$ cat src/rtl/pwm_multi_channel_if.sv
// Control, duty-write and output signals of pwm_multi_channel.
// The master side drives the controls; the PWM block is the slave.
interface pwm_multi_channel_if #(
  parameter int CHANNELS   = 4,
  parameter int WIDTH      = 8,
  parameter int PRESCALE_W = 16
) ();
  logic                  enable;
  logic                  center_mode;
  logic [PRESCALE_W-1:0] prescale;
  logic [WIDTH-1:0]      period;
  logic                  duty_wr;
  logic [3:0]            duty_wr_ch;
  logic [WIDTH-1:0]      duty_wr_data;
  logic [CHANNELS-1:0]   pwm;
  logic                  period_end;
  logic [WIDTH-1:0]      count_dbg;

  modport master (
    output enable, center_mode, prescale, period, duty_wr, duty_wr_ch, duty_wr_data,
    input  pwm, period_end, count_dbg
  );

  modport slave (
    input  enable, center_mode, prescale, period, duty_wr, duty_wr_ch, duty_wr_data,
    output pwm, period_end, count_dbg
  );
endinterface

$ cat src/rtl/pwm_multi_channel.sv
// Multi-channel PWM: shared prescaler and period counter (edge or center aligned)
// feeding per-channel duty comparators with double-buffered duty registers.
module pwm_multi_channel #(
  parameter int CHANNELS   = 4,
  parameter int WIDTH      = 8,
  parameter int PRESCALE_W = 16
) (
  input  logic                 clk,
  input  logic                 reset,
  pwm_multi_channel_if.slave   bus
);

  typedef enum logic {DIR_UP = 1'b0, DIR_DOWN = 1'b1} dir_e;

  logic [PRESCALE_W-1:0] presc_q, presc_d;
  logic [WIDTH-1:0]      count_q, count_d;
  dir_e                  dir_q, dir_d;
  logic [WIDTH-1:0]      per_q;
  logic                  mode_q;
  logic                  pend_q;
  logic                  boundary;
  logic                  load;
  logic [CHANNELS-1:0]   pwm_w;

  // Counter next state; boundary marks the tick that starts a new up-run at 0.
  always_comb begin
    presc_d  = presc_q;
    count_d  = count_q;
    dir_d    = dir_q;
    boundary = 1'b0;
    if (!bus.enable) begin
      presc_d = '0;
      count_d = '0;
      dir_d   = DIR_UP;
    end else if (presc_q == bus.prescale) begin
      presc_d = '0;
      if (!mode_q) begin
        if (count_q == per_q) begin
          count_d  = '0;
          boundary = 1'b1;
        end else begin
          count_d = count_q + 1'b1;
        end
      end else if (per_q == '0) begin
        count_d  = '0;
        dir_d    = DIR_UP;
        boundary = 1'b1;
      end else if (dir_q == DIR_UP) begin
        count_d = count_q + 1'b1;
        if (count_d == per_q) dir_d = DIR_DOWN;
      end else begin
        count_d = count_q - 1'b1;
        if (count_d == '0) begin
          dir_d    = DIR_UP;
          boundary = 1'b1;
        end
      end
    end else begin
      presc_d = presc_q + 1'b1;
    end
  end

  assign load = boundary | ~bus.enable;

  always_ff @(posedge clk) begin
    if (!reset) begin
      presc_q <= '0;
      count_q <= '0;
      dir_q   <= DIR_UP;
      per_q   <= '0;
      mode_q  <= 1'b0;
      pend_q  <= 1'b0;
    end else begin
      presc_q <= presc_d;
      count_q <= count_d;
      dir_q   <= dir_d;
      pend_q  <= boundary;
      if (load) begin
        per_q  <= bus.period;
        mode_q <= bus.center_mode;
      end
    end
  end

  genvar gi;
  generate
    for (gi = 0; gi < CHANNELS; gi++) begin : g_ch
      logic [WIDTH-1:0] shadow_q;
      logic [WIDTH-1:0] active_q;
      logic             pwm_q;

      // Active duty loads the pre-write shadow, so a boundary-cycle write waits a period.
      always_ff @(posedge clk) begin
        if (!reset) begin
          shadow_q <= '0;
          active_q <= '0;
          pwm_q    <= 1'b0;
        end else begin
          if (bus.duty_wr && (bus.duty_wr_ch == 4'(gi))) shadow_q <= bus.duty_wr_data;
          if (load) active_q <= shadow_q;
          pwm_q <= bus.enable & (count_q < active_q);
        end
      end

      assign pwm_w[gi] = pwm_q;
    end
  endgenerate

  assign bus.pwm        = pwm_w;
  assign bus.period_end = pend_q;
  assign bus.count_dbg  = count_q;

endmodule

$ cat src/flat_wrapper.sv
// flat-port wrapper written by rule: the top's interface ports become plain ports
module pwm_multi_channel_flat 
#(
  parameter int CHANNELS   = 4,
  parameter int WIDTH      = 8,
  parameter int PRESCALE_W = 16
)
  (clk, reset, bus_enable, bus_center_mode, bus_prescale, bus_period, bus_duty_wr, bus_duty_wr_ch, bus_duty_wr_data, bus_pwm, bus_period_end, bus_count_dbg);
  pwm_multi_channel_if #(.CHANNELS(CHANNELS), .WIDTH(WIDTH), .PRESCALE_W(PRESCALE_W)) bus_i ();
  input  logic clk;
  input  logic reset;
  input wire logic [$bits(bus_i.enable)-1:0] bus_enable;
  input wire logic [$bits(bus_i.center_mode)-1:0] bus_center_mode;
  input wire logic [$bits(bus_i.prescale)-1:0] bus_prescale;
  input wire logic [$bits(bus_i.period)-1:0] bus_period;
  input wire logic [$bits(bus_i.duty_wr)-1:0] bus_duty_wr;
  input wire logic [$bits(bus_i.duty_wr_ch)-1:0] bus_duty_wr_ch;
  input wire logic [$bits(bus_i.duty_wr_data)-1:0] bus_duty_wr_data;
  output wire logic [$bits(bus_i.pwm)-1:0] bus_pwm;
  output wire logic [$bits(bus_i.period_end)-1:0] bus_period_end;
  output wire logic [$bits(bus_i.count_dbg)-1:0] bus_count_dbg;
  assign bus_i.enable = bus_enable;
  assign bus_i.center_mode = bus_center_mode;
  assign bus_i.prescale = bus_prescale;
  assign bus_i.period = bus_period;
  assign bus_i.duty_wr = bus_duty_wr;
  assign bus_i.duty_wr_ch = bus_duty_wr_ch;
  assign bus_i.duty_wr_data = bus_duty_wr_data;
  assign bus_pwm = bus_i.pwm;
  assign bus_period_end = bus_i.period_end;
  assign bus_count_dbg = bus_i.count_dbg;
  pwm_multi_channel #(.CHANNELS(CHANNELS), .WIDTH(WIDTH), .PRESCALE_W(PRESCALE_W)) u_core (.clk(clk), .reset(reset), .bus(bus_i));
endmodule
$ cat config.mk
export PLATFORM = sky130hd
export DESIGN_NAME = pwm_multi_channel_flat
export DESIGN_NICKNAME = d
export VERILOG_FILES = /design/src/rtl/pwm_multi_channel_if.sv /design/src/rtl/pwm_multi_channel.sv /design/src/flat_wrapper.sv
export SDC_FILE = /design/constraint.sdc
export NUM_CORES = 1
export LEC_CHECK = 0
export CAP_MARGIN = 0
export CORE_MARGIN = 3
export CORE_UTILIZATION = 25
export CTS_BUF_LIST = sky130_fd_sc_hd__clkbuf_4
export DETAILED_ROUTE_END_ITERATION = 6
export SYNTH_ARGS = -nofsm -noshare
export SYNTH_HDL_FRONTEND = slang
export SYNTH_SLANG_ARGS = --single-unit
$ cat constraint.sdc
create_clock -name clk -period 4.6 [get_ports clk]
set_input_delay 1.15 -clock clk [delete_from_list [all_inputs] [get_ports clk]]
set_output_delay 1.15 -clock clk [all_outputs]
set_load 0.005 [all_outputs]
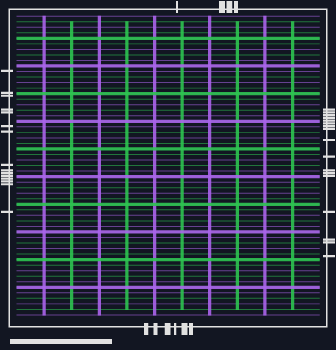
run_1/power_grid.png
Scale bar: 50 microns. Pins as bars on the die edge.
legend:
  green:
    net: VDD
  purple:
    net: VSS
rows: 54
met5 straps: 10
Die H: 155 microns
DIE WIDTH: 155 microns
core area: 21,900 sq um

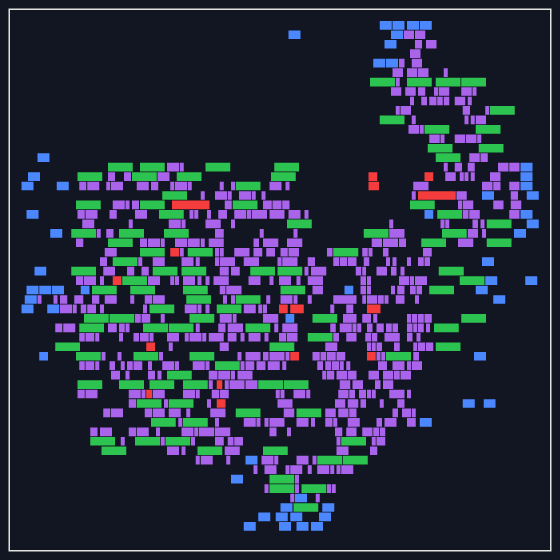
run_1/placement_by_type.png
legend:
  green:
    class: flops
    cells: 103
  red:
    class: clock drivers and dummy loads
    cells: 16
  purple:
    class: combinational and other logic
    cells: 502
  blue:
    class: other buffers and delay cells
    cells: 57
final core occ: 29.4%
fin area: 6440 sq um
Core Rows: 54

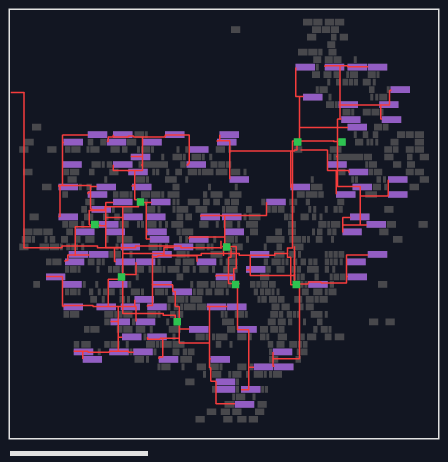
run_1/clk_routes.png
Scale bar: 50 microns.
legend:
  purple:
    item: flip-flops
    count: 103
  green:
    item: clock drivers
    count: 9
  red:
    item: clock wires
    length: 1,460 microns
routed clock nets: 10

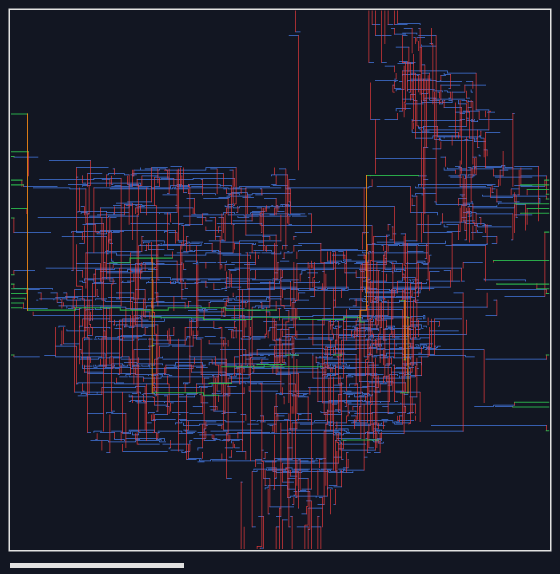
run_1/wires.png
Scale bar: 50 microns.
legend:
  orange:
    layer: metal 4
    wire_length: 177 microns
  red:
    layer: metal 2
    wire_length: 5,840 microns
  blue:
    layer: metal 1
    wire_length: 6,400 microns
  green:
    layer: metal 3
    wire_length: 399 microns

==> out/metrics.yaml, run 1 <==
power_combinational_w: 0.000143
nFlopsAndLatches: 103
use_met1_pct: 14.7
ys_sh_aoi_pct: 9.22
hold_path_class: "reg -> reg"
cp_slowest_cell: "dfxtp_1"
wl_per_cell_microns: 13.3
slew_violations: 0
worstPathCellList: "clkdlybuf4s50_1"
fp_util_pct: 25.5
seq_share_pct: 32.0
ys_cells: 642
buffers: 57
synth-simple-area-share_pct: 20.7
outcome: "finished, final reports clean"
ant_nets: 0
synthTopLogicFamily: "simple AND/OR/NAND/NOR gates"
drive_above_1_share_pct: 4.13
comb_area_share_pct: 49.0
top_power_group: "sequential cells"
mux_share_pct: 12.2
cts_num_sinks: 103
multi_input_comb_cells: 465
p_sw_w: 0.000415
crit_path_start_kind: "register"
grt_use_total_pct: 10.7
num_tap_cells: 280
design.portCount: 54
seq_power_share_pct: 56.5
synth_cell_type_count: 49
top_layer: "met4"
clkbuf_count: 9
areaGrowthSynthToFinish_pct: 15.5
ys_seq_share_pct: 37.0
min_period_over_period_pct: 70.0
finalSetupViolations: 0
timing.fmax_mhz: 311
grt_pass1_vias: 4029
pwr-share-comb_pct: 8.9
synthArstFlopShare_pct: 0
antenna_found_initial: 1
nonClkBufAreaFrac_pct: 8.66
min_from: "u_core.g_ch[3].active_q[3]"
hold_viol: 0
drt_wl_total_microns: 12800
adder_share_pct: 7.18
dp.cells: 942
synth.avg_cell_area_sq_um: 8.69
hold_path_depth: 2
ys_chip_area_sq_um: 5580
clk_pin_slew_ps: 160
min_to: "u_core.g_ch[3].active_q[3]"
antennaDiodeCount: 3
wl_met2_microns: 5840
cts_setup_buffers: 0
power.share.clock_pct: 34.6
synth_top_area_share_pct: 37.0
crit_path_max_incr_delay_ps: 930
powerClk_w: 0.000561
tritoncts: "yes"
htreeDepth: 3
whs_ps: 469
path_max_fanout: 19
hold_buffers: 0
yosys.area.top_type: "dfxtp_1"
rr_endpoint: "u_core.per_q[6]"
p_per_area_nw_per_um2: 251
yosys_warnings: 0
comb_area_sq_um: 3160
chip_area_sq_um: 24100
gp_congestion: 0.807
grt_setup_unrepaired: "false"
drt_iter0_markers: 188
syn_inst: 642
ff2ff_path_depth: 7
grt_pass1_wl_microns: 20900
max_slew_margin_pct: 40.8
clk_latency_ps: 490
[run 1: worst max path at each step]
stage                                        from                       to  slack, ps  cells past startpoint
after floorplan                   bus_prescale[9]  u_core.bus.count_dbg[6]       1880                      7
after global routing      u_core.bus.count_dbg[2]         bus_count_dbg[2]       1270                      1
after CTS                 u_core.bus.count_dbg[2]         bus_count_dbg[2]       1310                      1
final                     u_core.bus.count_dbg[2]         bus_count_dbg[2]       1380                      1
after detailed placement          bus_prescale[4]          u_core.per_q[6]       1090                      9
after global placement            bus_prescale[9]          u_core.per_q[2]       1130                      9
[run 1: through the flow]
step | worst slack (ps) | power, W
4_1_cts | 1310 | 0.00165
3_3_place_gp | 1130 | 0.00108
6_report | 1380 | 0.00162
5_1_grt | 1270 | 0.00169
3_5_place_dp | 1090 | 0.00108
2_1_floorplan | 1880 | 0.00102
[run 1: state kept, by name, summed over array words and instances, names as in the netlist]
signal,cells
u_core.g_ch.pwm_q,4
u_core.per_q,8
u_core.dir_q,1
u_core.g_ch.shadow_q,32
u_core.bus.count_dbg,8
u_core.g_ch.active_q,32
u_core.mode_q,1
u_core.presc_q,16
u_core.bus.period_end,1
[run 1: synthesized netlist by cell type (2+ instances only)]
cell and n:
and2_1 4, xor2_1 14, o21bai_1 4, a211o_1 4, nor2b_1 26, ha_1 32, xnor2_1 31, nand2b_1 5
a211oi_1 5, or3_1 2, nor2_1 35, a21o_1 8, nand4_1 7, clkbuf_1 25, and4_1 3, buf_4 4
nand3_1 27, nor4_1 5, nor3b_1 6, buf_1 2, nand2_1 112, o22a_1 2, and3_1 2, nor3_1 3
a31oi_1 6, a21boi_0 10, or2_2 2, dfxtp_1 103, inv_1 37, a21oi_1 13, mux2i_1 68, buf_12 4
buf_6 2, o21ai_0 14
==> run 2: changes to the inputs <==
==> constraint.sdc (replaced) <==
create_clock -name clk -period 2.93 [get_ports clk]
set_input_delay 0.7325 -clock clk [delete_from_list [all_inputs] [get_ports clk]]
set_output_delay 0.7325 -clock clk [all_outputs]
set_load 0.005 [all_outputs]
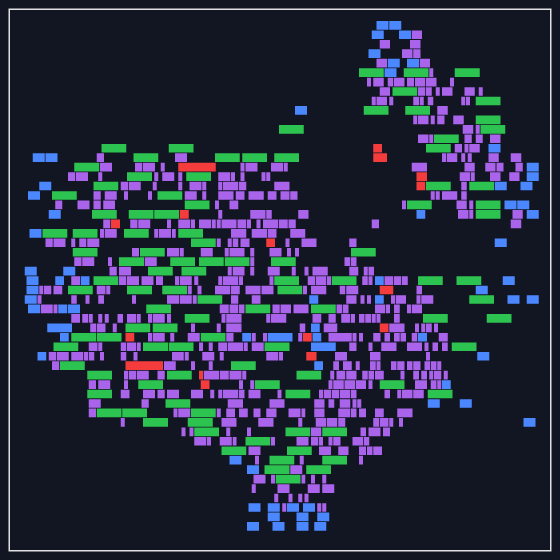
run_2/placement_by_type.png
fin area: 6570 sq um
flop share of the area: 31.4%
final core occ: 30.0%

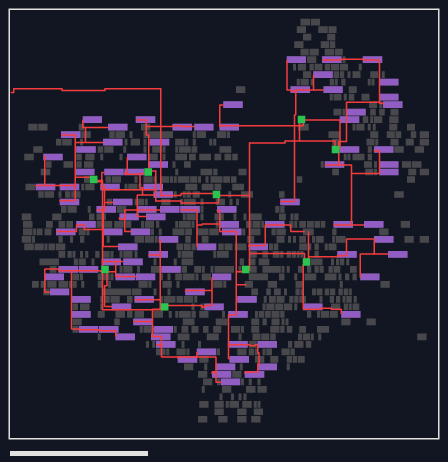
run_2/clk_routes.png
Scale bar: 50 microns.
legend:
  green:
    item: clock drivers
    count: 9
  red:
    item: clock wires
    length: 1,450 microns
  purple:
    item: flip-flops
    count: 103
routed clock nets: 10
clk_lat worst skew: 500 ps
clk_skew: 19.9 ps
Clock Power: 0.000885 W
clock share of power: 34.7%

==> out/metrics.yaml, run 2 <==
outcome: "finished, final reports clean"
min_to: "u_core.g_ch[0].active_q[5]"
tns_ps: 0
synthArstFlopShare_pct: 0
yosys.area.top_type: "dfxtp_1"
timing.fmax_mhz: 374
cts_num_sinks: 103
reg2reg_from: "u_core.bus.count_dbg[0]"
min_from: "u_core.g_ch[0].shadow_q[5]"
num_rows: 54
yosysMostFrequentCell: "nand2_1"
synth_top_area_share_pct: 37.0
path_max_fanout: 16
slew_violations: 0
max_slew_margin_pct: 44.0
drt_iter0_markers: 160
tritoncts: "yes"
chip_area_sq_um: 24100
final_nets: 759
crit_path_start_kind: "register"
warning_count: 28
worstMarginPinSlew_ps: 831
synth_cell_type_count: 49
design.portCount: 54
die_w_microns: 155
ys_chip_area_sq_um: 5580
cp_slowest_cell: "dfxtp_1"
hold_buffers: 0
grt_use_total_pct: 10.9
antenna_found_initial: 0
ys_seq_share_pct: 37.0
areaGrowthSynthToFinish_pct: 17.8
crit_path_max_incr_delay_ps: 800
worstPathCellList: "clkdlybuf4s50_1"
min_period_over_period_pct: 91.2
whs_ps: 470
grt_max_degree: 95
ys_cells: 642
rr_endpoint: "u_core.g_ch[3].active_q[2]"
comb_area_sq_um: 3160
place_hpwl_microns: 9350
hold_path_depth: 2
common_cells: "nand2_1 (112), dfxtp_1 (103), mux2i_1 (68)"
clk_pin_slew_ps: 170
drc: 0
hold_viol: 0
antennaDiodeCount: 0
cts-root-buf: "clkbuf_4"
ff2ff_path_depth: 7
dr.pass1.iters: 4
leakagePower_nw: 2.36
path_buffers: 1
grt_setup_unrepaired: "false"
n_fill_cell: 2360
hold_path_class: "reg -> reg"
finalSetupViolations: 0
grt_pass1_wl_microns: 21200
path_delay_family: "flip-flops"
grt_pass1_vias: 4033
die_y_microns: 155
htreeDepth: 3
core_area_sq_um: 21900
path_class: "reg -> out"
gp_congestion: 0.817
p_per_area_nw_per_um2: 389
cp.depth: 1
layout_top_cells: "nand2_1 (112), dfxtp_1 (103), mux2i_1 (68)"
yosys_warnings: 0
synth_area_sq_um: 5580
period_needed_ps: 2670
drive_above_1_share_pct: 5.79
ant_nets: 0
cts_setup_buffers: 0
reg.largest.list: "u_core.g_ch.active_q: 32 flops, u_core.g_ch.shadow_q: 32 flops, u_core.presc_q: 16 flops"
port_buffers: 53
syn_inst: 642
grt_overflow: 0
synth.avg_cell_area_sq_um: 8.69
fp_util_pct: 25.5
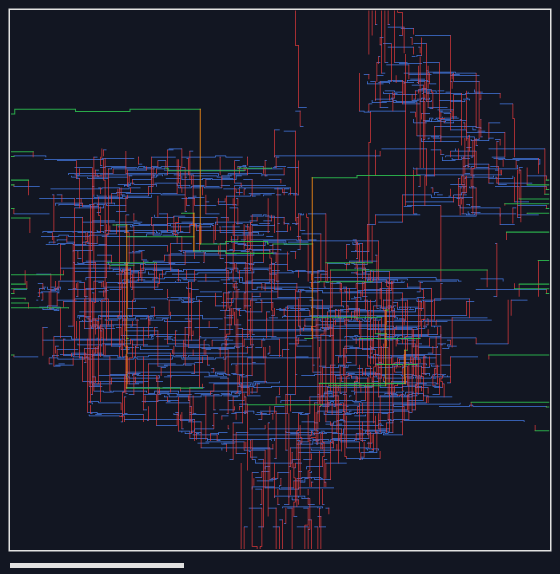
run_2/wires.png
Scale bar: 50 microns.
legend:
  blue:
    layer: metal 1
    wire_length: 6,500 microns
  green:
    layer: metal 3
    wire_length: 622 microns
  red:
    layer: metal 2
    wire_length: 5,520 microns
  orange:
    layer: metal 4
    wire_length: 174 microns
routed via count: 4,325
drt total wl: 12,800 microns
DR WL/cell: 13.2 microns

## run 2: per-layer routing
metal	global-route usage (%)	share of wire, %	wire length [microns]
met1	15.3	51	6500
met2	16.4	43	5520
met3	2.95	4.8	621
met4	3.33	1.4	174
met5	0	0	0
## run 2: cells by family after synthesis
kind of cell,count (synthesis),synth area share [%]
AND/OR/NAND/NOR,244,20.7
buffers and inverters,74,6.68
AND-OR/OR-AND,76,9.22
XOR/XNOR,45,7.07
multiplexers,68,12.2
adder cells (fa/ha/maj),32,7.18
flip-flops,103,37.0
## run 2: report_power, final
group	internal [W]	total (W)	leakage, nW	switching, W
Clock	0.000358	0.000885	0.0916	0.000527
Combinational	0.000120	0.000232	1.44	0.000113
Sequential	0.00142	0.00144	0.832	0.0000166
## run 2: how the worst max path moves through the flow
stage / from / endpoint / slack (ps)
floorplan: bus_prescale[9] / u_core.bus.count_dbg[6] / 630
detailed placement: bus_prescale[3] / u_core.g_ch[3].active_q[2] / 120
finish: u_core.bus.count_dbg[5] / bus_count_dbg[5] / 260
CTS: u_core.bus.count_dbg[5] / bus_count_dbg[5] / 190
global placement: bus_prescale[2] / u_core.g_ch[2].active_q[2] / 130
global route: u_core.bus.count_dbg[5] / bus_count_dbg[5] / 100
## run 2: area by class of cell
class                           count  area share (%)
Sequential cell                   103            31.4
Multi-Input combinational cell    465            48.0
Inverter                           37            2.11
Tap cell                          280            5.33
Clock inverter                      7            1.58
Clock buffer                        9            1.03
Timing Repair Buffer               70            10.5
## run 2: through the flow
stage	util (%)	power, W	setup WS [ps]	std cells	cell area (sq um)
floorplan	-	0.00161	627	642	5580
global placement	29.2	0.00170	132	955	6400
detailed placement	29.2	0.00170	124	955	6400
CTS	30.0	0.00260	193	971	6570
global route	30.0	0.00267	101	971	6570
finish	30.0	0.00255	257	971	6570
==> run 3: changes to the inputs <==
--- a/config.mk
+++ b/config.mk
@@ -10,6 +10,7 @@
 export CORE_UTILIZATION = 25
 export CTS_BUF_LIST = sky130_fd_sc_hd__clkbuf_4
 export DETAILED_ROUTE_END_ITERATION = 6
+export PLACE_DENSITY = 0.45
 export SYNTH_ARGS = -nofsm -noshare
 export SYNTH_HDL_FRONTEND = slang
 export SYNTH_SLANG_ARGS = --single-unit
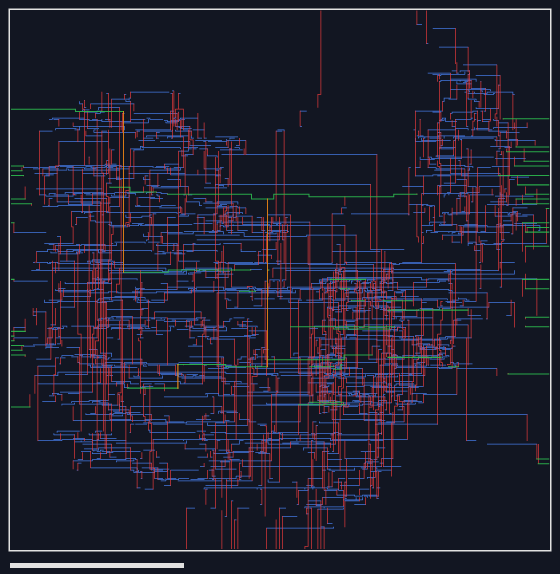
run_3/wires.png
Scale bar: 50 microns.
legend:
  orange:
    layer: metal 4
    wire_length: 101 microns
  red:
    layer: metal 2
    wire_length: 6,060 microns
  blue:
    layer: metal 1
    wire_length: 6,770 microns
  green:
    layer: metal 3
    wire_length: 598 microns

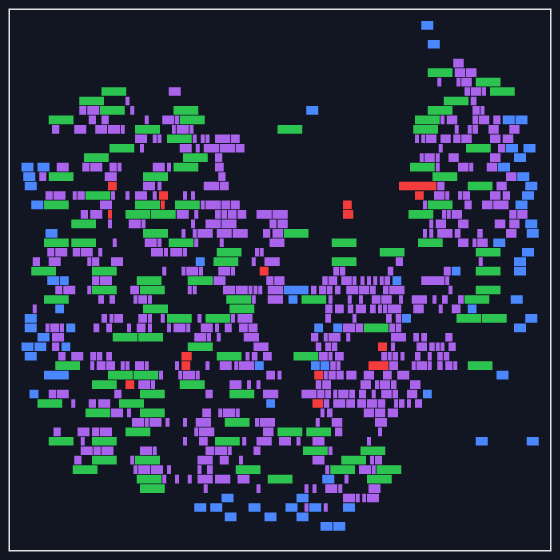
run_3/placement_by_type.png
final core occ: 29.9%
flop share of the area: 31.5%
fin area: 6550 sq um

==> out/metrics.yaml, run 3 <==
cts-root-buf: "clkbuf_4"
path_max_fanout: 13
placed_area_sq_um: 6400
tritoncts: "yes"
dr.pass1.iters: 4
hold_path_class: "reg -> reg"
drive_above_1_share_pct: 5.92
layout_top_cells: "nand2_1 (112), dfxtp_1 (103), mux2i_1 (68)"
period_needed_ps: 2620
num_rows: 54
yosys.area.top_type: "dfxtp_1"
ys_seq_share_pct: 37.0
design.portCount: 54
grt_use_total_pct: 11.4
cts_setup_buffers: 0
drt_wl_total_microns: 13500
htreeDepth: 3
syn_inst: 642
fin_ws_ps: 307
reg.largest.list: "u_core.g_ch.active_q: 32 flops, u_core.g_ch.shadow_q: 32 flops, u_core.presc_q: 16 flops"
synth_cell_type_count: 49
max_slew_margin_pct: 45.6
xor_share_pct: 7.07
p_per_area_nw_per_um2: 377
adder_share_pct: 7.18
ys_sh_aoi_pct: 9.22
crit_path_start_kind: "register"
areaGrowthSynthToFinish_pct: 17.5
port_buffers: 53
synthTopLogicFamily: "simple AND/OR/NAND/NOR gates"
common_cells: "nand2_1 (112), dfxtp_1 (103), mux2i_1 (68)"
leakagePower_nw: 2.35
grt_setup_unrepaired: "false"
ant_nets: 0
synth.avg_cell_area_sq_um: 8.69
grt_pass1_vias: 4244
outcome: "finished, final reports clean"
crit_path_max_incr_delay_ps: 610
post-place-ws_ps: 60.1
wl_met1_microns: 6770
drc: 0
mux_share_pct: 12.2
warning_count: 30
wl_met2_microns: 6060
chip_area_sq_um: 24100
hold_buffers: 0
cts_num_sinks: 103
antennaDiodeCount: 0
finalSetupViolations: 0
synth_top_area_share_pct: 37.0
drt_iter0_markers: 219
ys_cells: 642
gp_congestion: 0.829
slew_violations: 0
wl_per_cell_microns: 13.9
path_delay_family: "simple AND/OR/NAND/NOR gates"
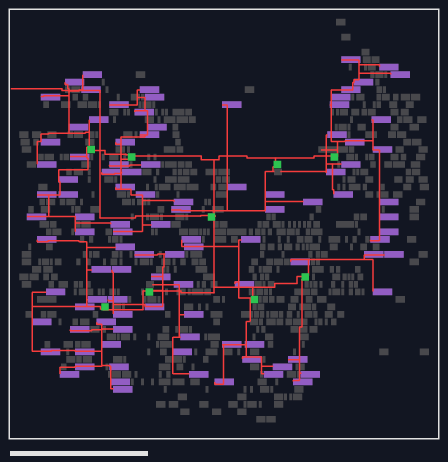
run_3/clk_routes.png
Scale bar: 50 microns.
legend:
  red:
    item: clock wires
    length: 1,530 microns
  purple:
    item: flip-flops
    count: 103
  green:
    item: clock drivers
    count: 9
flops lie: spread over the die
clock share of power: 32.4%
clk_skew: 26.7 ps

-- run 3: cell counts after synthesis --
No cell type changed its count.
-- run 3: path summary, 6_finish.rpt --
kind	start	cells after the start	slack, ps	endpoint
worst min-delay path	u_core.g_ch[1].active_q[2]	2	470	u_core.g_ch[1].active_q[2]
worst max register to register	u_core.bus.count_dbg[0]	7	310	u_core.g_ch[3].active_q[2]
worst max-delay path	u_core.bus.count_dbg[0]	7	310	u_core.g_ch[3].active_q[2]
worst min register to register	u_core.g_ch[1].active_q[2]	2	470	u_core.g_ch[1].active_q[2]
-- run 3: final cells by class --
type	count	area [sq um]
Tap cell	280	350
Clock inverter	7	80.1
Timing Repair Buffer	72	696
Fill cell	2384	15300
Multi-Input combinational cell	465	3160
Inverter	37	139
Sequential cell	103	2060
Clock buffer	9	67.6
-- run 3: through the flow --
step	util, %	std cells
5_1_grt	29.9	973
3_3_place_gp	29.3	957
2_1_floorplan	-	642
4_1_cts	29.9	973
3_5_place_dp	29.3	957
6_report	29.9	973
-- run 3: layer usage --
layer	track usage [%]	up-vias
met2	18.2	77
met5	0	-
met3	2.92	8
met4	2.29	0
li1	-	2243
met1	15.7	2013
-- run 3: where the power goes --
part / total (W) / switching, W / leakage, nW / internal (W)
clock network: 0.000799 / 0.000529 / 0.0787 / 0.000270
logic: 0.000233 / 0.000115 / 1.44 / 0.000118
registers: 0.00144 / 0.0000168 / 0.832 / 0.00142
-- run 3: cell families (layout without fill, tap and decap cells) --
kind of cell | after synthesis | after routing
simple gates | 244 | 244
flops | 103 | 103
compound gates | 76 | 76
buf+inv | 74 | 125
mux | 68 | 68
xor+xnor | 45 | 45
fa+ha+maj | 32 | 32
-- run 3: worst min-delay path, stage by stage (launching register included) --
cell and delay, ps:
dfxtp_1 340, nand2_1 50, mux2i_1 50
Power and IR drop assume default switching activity.
